Design keypad_entry, sky130hd; sources not shown.
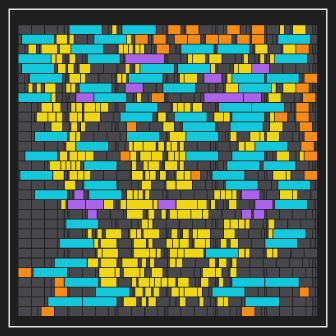
Figure 1: cell classes on the final placement.
Fill, decap, tap and diode cells in grey.
[remaining logic cells] yellow | cells: 242
[clock drivers and dummy loads] purple | cells: 16
[remaining buffers and delay cells] orange | cells: 35
[registers] cyan | cells: 65
num rows: 30
Std-Cell Core Area: 6830 um^2
fraction of area in registers: 0.427

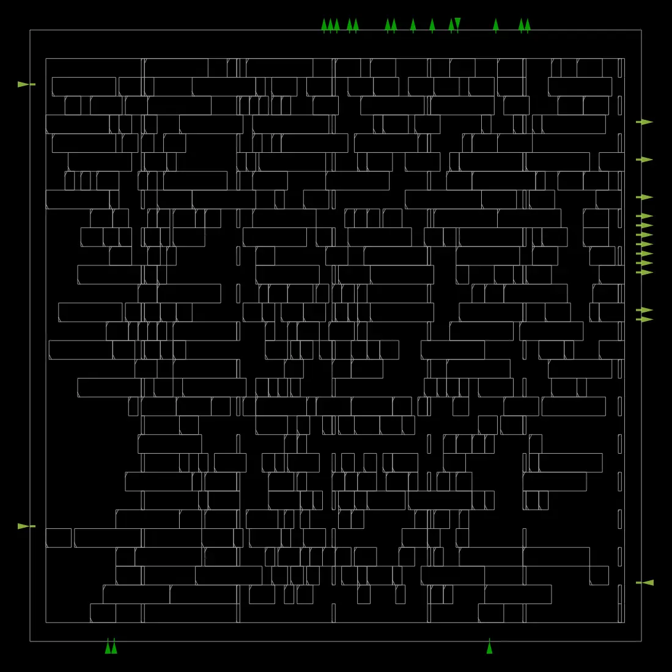
Figure 2: placement view.
number of sequential cells: 65
final core utilization: 0.562

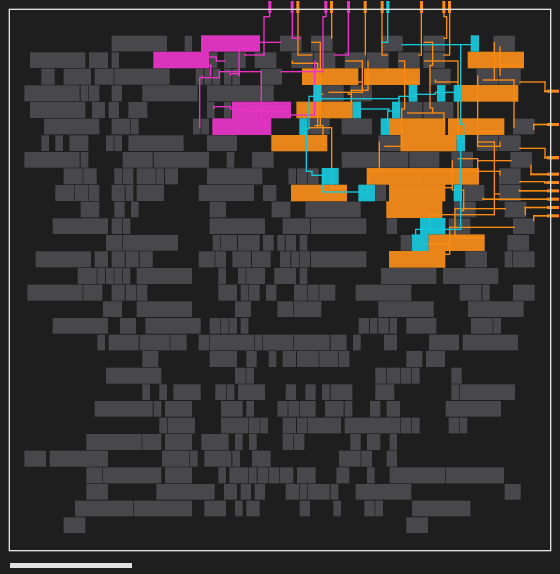
Figure 3: wires at chosen ports, followed through buffers.
Scale bar: 20 um.
[col] magenta | bits: 4 | direction: output | edge: top | end cells: 4 | wire: 117 um
[x] orange | bits: 16 | direction: output | edge: 9 right, 7 top | end cells: 16 | wire: 405 um
[ent_clr] cyan | bits: 1 | direction: input | edge: top | end cells: 16 | wire: 126 um
number of input and output port buffers inserted: 31
number of top-level pins: 32

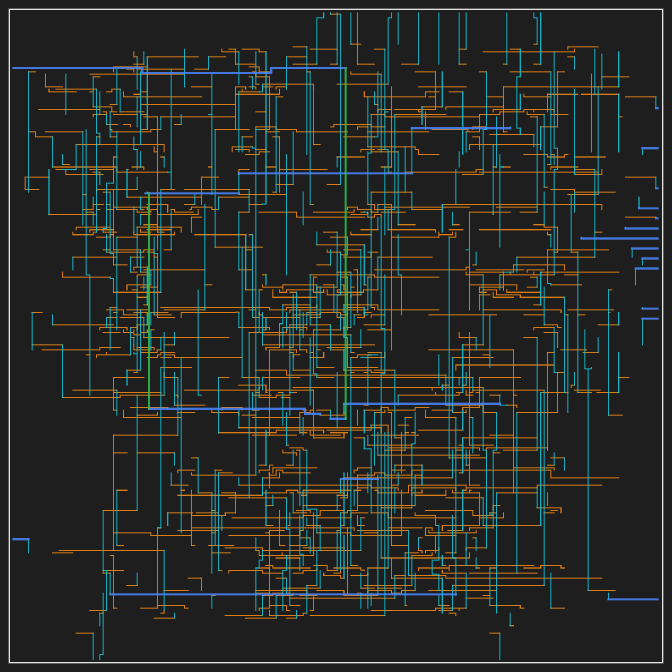
Figure 4: metal layers overlaid.
[M2] cyan | wire length: 2,860 um
[M3] blue | wire length: 236 um
[M1] orange | wire length: 2,920 um
[M4] green | wire length: 76.8 um
count of vias placed by the detailed router: 2,307
total routed wirelength: 6100 um
Global Route Usage Sum: 0.177

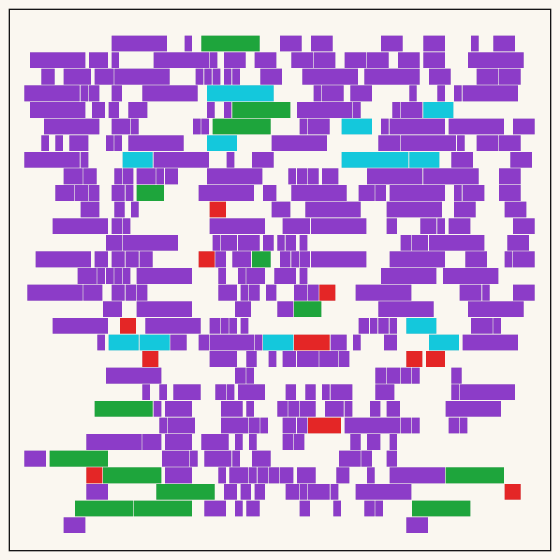
Figure 5: cell sizes after repair.
[x3 and x4] red | cells: 11 | share: 3.1% | most used: buf_4
[x2] green | cells: 14 | share: 3.9% | most used: dfstp_2
[x1 and smaller] purple | cells: 321 | share: 90% | most used: dfrtp_1
[x6 and larger] cyan | cells: 12 | share: 3.4% | most used: clkbuf_8
Buffers, non-clock: 35
worst setup margin: 369 ps
Area Growth Syn to Fin: 19.6%
final instance area: 3840 um^2

==> run notes <==
Notes from the flow run.

Run status:
- The flow ran to the end, and the final reports show no timing, DRC or antenna violations.

Timing:
- The transition time recorded at the tightest slew-check pin is 578 ps.
- Max-slew check failures listed in the final report amount to 0.
- Setup repair after global routing left no endpoint under its margin.
- Final hold analysis gives a worst-case slack of 361 ps.
- The run puts the final setup violation count at 0.
- The run puts the clock skew at 7.94 ps.
- The final timing summary puts the cycle share of the worst path at 0.910.
- The run gives the minimum clock period after layout as 3730 ps.
- The run gives the setup TNS after final layout as 0 ps.
- Measured against its own limit, the worst slew margin works out to 0.613.
- The run gives the final-report hold violation count as 0.
- The run puts the highest clock frequency the design can meet at 0.268 GHz.

Synthesis:
- By area the synthesized netlist is led by dfrtp_1 42%, dfstp_2 9.0%, mux2i_1 5.9%.
- The run puts the number of warning messages in the yosys log at 0.
- The run puts the portion of the post-synthesis area used by sequential elements at 0.511.
- Yosys reports that the most numerous cell types are 54 x dfrtp_1, 41 x nand2_1, 33 x nor2_1.
- The run gives the number of register bits inferred by synthesis as 65.
- The cell-mix breakdown from Yosys lists the compound-gate area share as 0.0990.
- The run puts the number of enable flip-flop cells at 0.
- The biggest area contributor in the post-synthesis netlist is dfrtp_1.
- The run puts the simple-gate share of the synthesized area at 0.197.
- The chip area line in the Yosys stat output reads 3210 um^2.
- The run puts the distinct cell type count after synthesis at 49.
- The average instance in the mapped netlist occupies 10.1 um^2.
- The run gives the most frequent cell after synthesis as dfrtp_1.
- Of the combinational cells, the family taking the most area is simple AND/OR/NAND/NOR gates.
- The run gives the proportion of synthesized flip-flops having asynchronous set or reset as 1.00.
- Summing every instance area after synthesis gives 3210 um^2.
- The run puts the share of synthesized area spent on multiplexers at 0.0593.
- The run gives the number of nets at floorplan as 339.
- The run puts the top cell type's share of synthesized area at 0.421.
- The run gives the synthesized instance count as 318.
- The run gives the adder-cell share of the synthesized area as 0.0569.
- Per the synthesis report, the XOR/XNOR share of the synthesized area is 0.0409.
- Looking at the cell usage after synthesis, the top flip-flop cell is dfrtp_1.
- The run puts the yosys cell count at 318.

Critical path:
- The run puts the arrival time at the worst endpoint at 4010 ps.
- The run puts the data required time of the worst path at 4380 ps.
- The run gives the endpoint class of the critical path as a flip-flop.
- The critical path in this run is classified as reg -> reg.
- The run puts the cell depth of the worst flop-to-flop path at 16.
- Along the worst path, the maximum fanout reaches 9.
- The run gives the type of origin of the critical path as a flip-flop.
- The run gives the worst reg-to-reg setup slack as 370 ps.

Placement:
- The run puts the post-place instance area at 3610 um^2.
- The run gives the cell count after placement as 438.
- The run gives the placement-stage worst setup slack as 354 ps.
- The run puts the final HPWL from detailed placement at 4330 um.

Layout:
- The run puts the fraction of area in clock buffers and inverters at 0.0596.
- The run puts the fraction of area in multi-input gates at 0.379.
- The run puts the ratio of cells with drive above 1 in the final layout at 0.103.
- The run gives the register area as 1640 um^2.
- The run puts the count of inserted antenna diode cells at 0.
- The run gives the non-filler instance count after layout as 454.
- Counting the inverters off the clock network in the layout gives 15.
- The run gives the area share of buffers outside the clock network as 0.0880.
- The run gives the count of clock-net buffers in the final layout as 10.
- Per the cell usage report, the commonest logic cell in the layout is dfrtp_1.
- The net count of the finished layout is 374.
- The run gives the combined area of the multi-input logic cells as 1460 um^2.
- The top cell types in the final layout, fill and taps aside, are 54 x dfrtp_1, 41 x nand2_1, 33 x nor2_1, 30 x clkdlybuf4s50_1, 19 x mux2i_1.
- The run gives the multi-input combinational cell count as 227.
- The biggest slice of the area belongs to registers.
- The run puts the number of fill cells at 619.

Clocking:
- The clock passes through at most 2 buffers.
- The tree is rooted in a clkbuf_8.
- The run puts the post-cts resize count at 0.
- The run gives the clock-pin slew on the worst setup and hold paths as 70 ps.
- The run gives the clock sink count as 65.
- The run gives the number of buffers inserted during clock tree synthesis as 9.
- The run puts the count of H-tree levels built during CTS at 3.
- TritonCTS built the clock tree.
- The run gives the quantity of hold-fixing buffers added after cts as 0.
- The run puts the insertion delay at the late pin of the worst-skew pair at 340 ps.
- The run puts the post-CTS setup repair buffer count at 0.

Route:
- The run puts the sum of met3 wire segment lengths after detailed routing at 236 um.
- Summed over all nets, wire length on met2 after detailed routing comes to 2860 um.
- In this run the top signal layer used is met4.
- The run gives the number of iterations in the first detailed-routing pass as 4.
- The run puts the wire length per cell after detailed routing at 13.4 um.
- The run puts the length of routed wiring on met1 at 2920 um.
- The run gives the mean number of vias per cell as 5.08.
- The run gives the violation count after the first detailed-route iteration as 137.
- The run puts the remaining routing DRC violations at 0.
- The run gives the number of routed nets with antenna violations as 0.

Floorplanning:
- The run gives the initial standard-cell utilization of the core as 0.470.
- The floorplan step set the die width to 88.5 um.
- The run gives the die footprint as 7820 um^2.
- For this floorplan the total number of well-tap instances is 96.
- The run puts the vertical die dimension at 88.5 um.

GRT:
- The run puts the number of antenna violations at the first check in global routing at 0.
- The run gives the wire length of the first global-routing pass as 10,400 um.
- The run puts the global-route met3 utilization at 0.0560.
- The run gives the met1 track demand over resource in global routing as 0.236.
- The run gives the met2 layer usage reported by global route as 0.275.
- The run puts the maximum number of pins on one net before global-route repair at 48.
- met2 is the most crowded layer.
- Summed over all layers, the global routing overflow is 0.
- The run gives the via count of the first global-routing pass as 2,132.

Power and ir drop:
- The run puts the maximum resistive drop on vdd at 0.260 mV.
- The run puts the part of the power in combinational logic at 0.046.
- The power report puts the net switching power at 0.295 mW.
- The run gives the power share of the sequential group as 0.493.
- The run gives the internal power contribution as 1.03 mW.
- The run puts the clock share of power at 0.461.
- The run gives the total chip power as 1.33 mW.
- The switching portion of total power comes to 0.222.
- The run gives the reported leakage power as 1.77 nW.
- In this run the power density over the cells is 346 nW/um^2.

Min path:
- The tightest min-delay check is of the reg -> reg type.
- The run gives the hold path depth as 0.

Run:
- The run puts the max-capacitance violation count at 0.
- The run gives the number of warnings in the stage logs as 33.
power by group through the flow:
stage	sequential (mW)	clock (mW)	combinational, mW
2_1_floorplan	0.662	0	0.0385
3_3_place_gp	0.665	0	0.0626
3_5_place_dp	0.666	0	0.0632
4_1_cts	0.653	0.635	0.0634
5_1_grt	0.654	0.663	0.0714
6_report	0.654	0.612	0.0616
worst max-delay path, stage by stage, from the launching register on:
cell and delay, ps:
dfstp_2 610, inv_1 60, ha_1 260, mux2i_1 190, ha_1 180, nor2_1 40, a21oi_1 120, ha_1 160
inv_1 50, fa_1 490, nand2_1 90, nor2_1 130, mux2i_1 90, o32ai_1 120, or3b_2 520, or4b_1 480
nand3_1 90
Power is estimated from default activity; no workload was simulated.
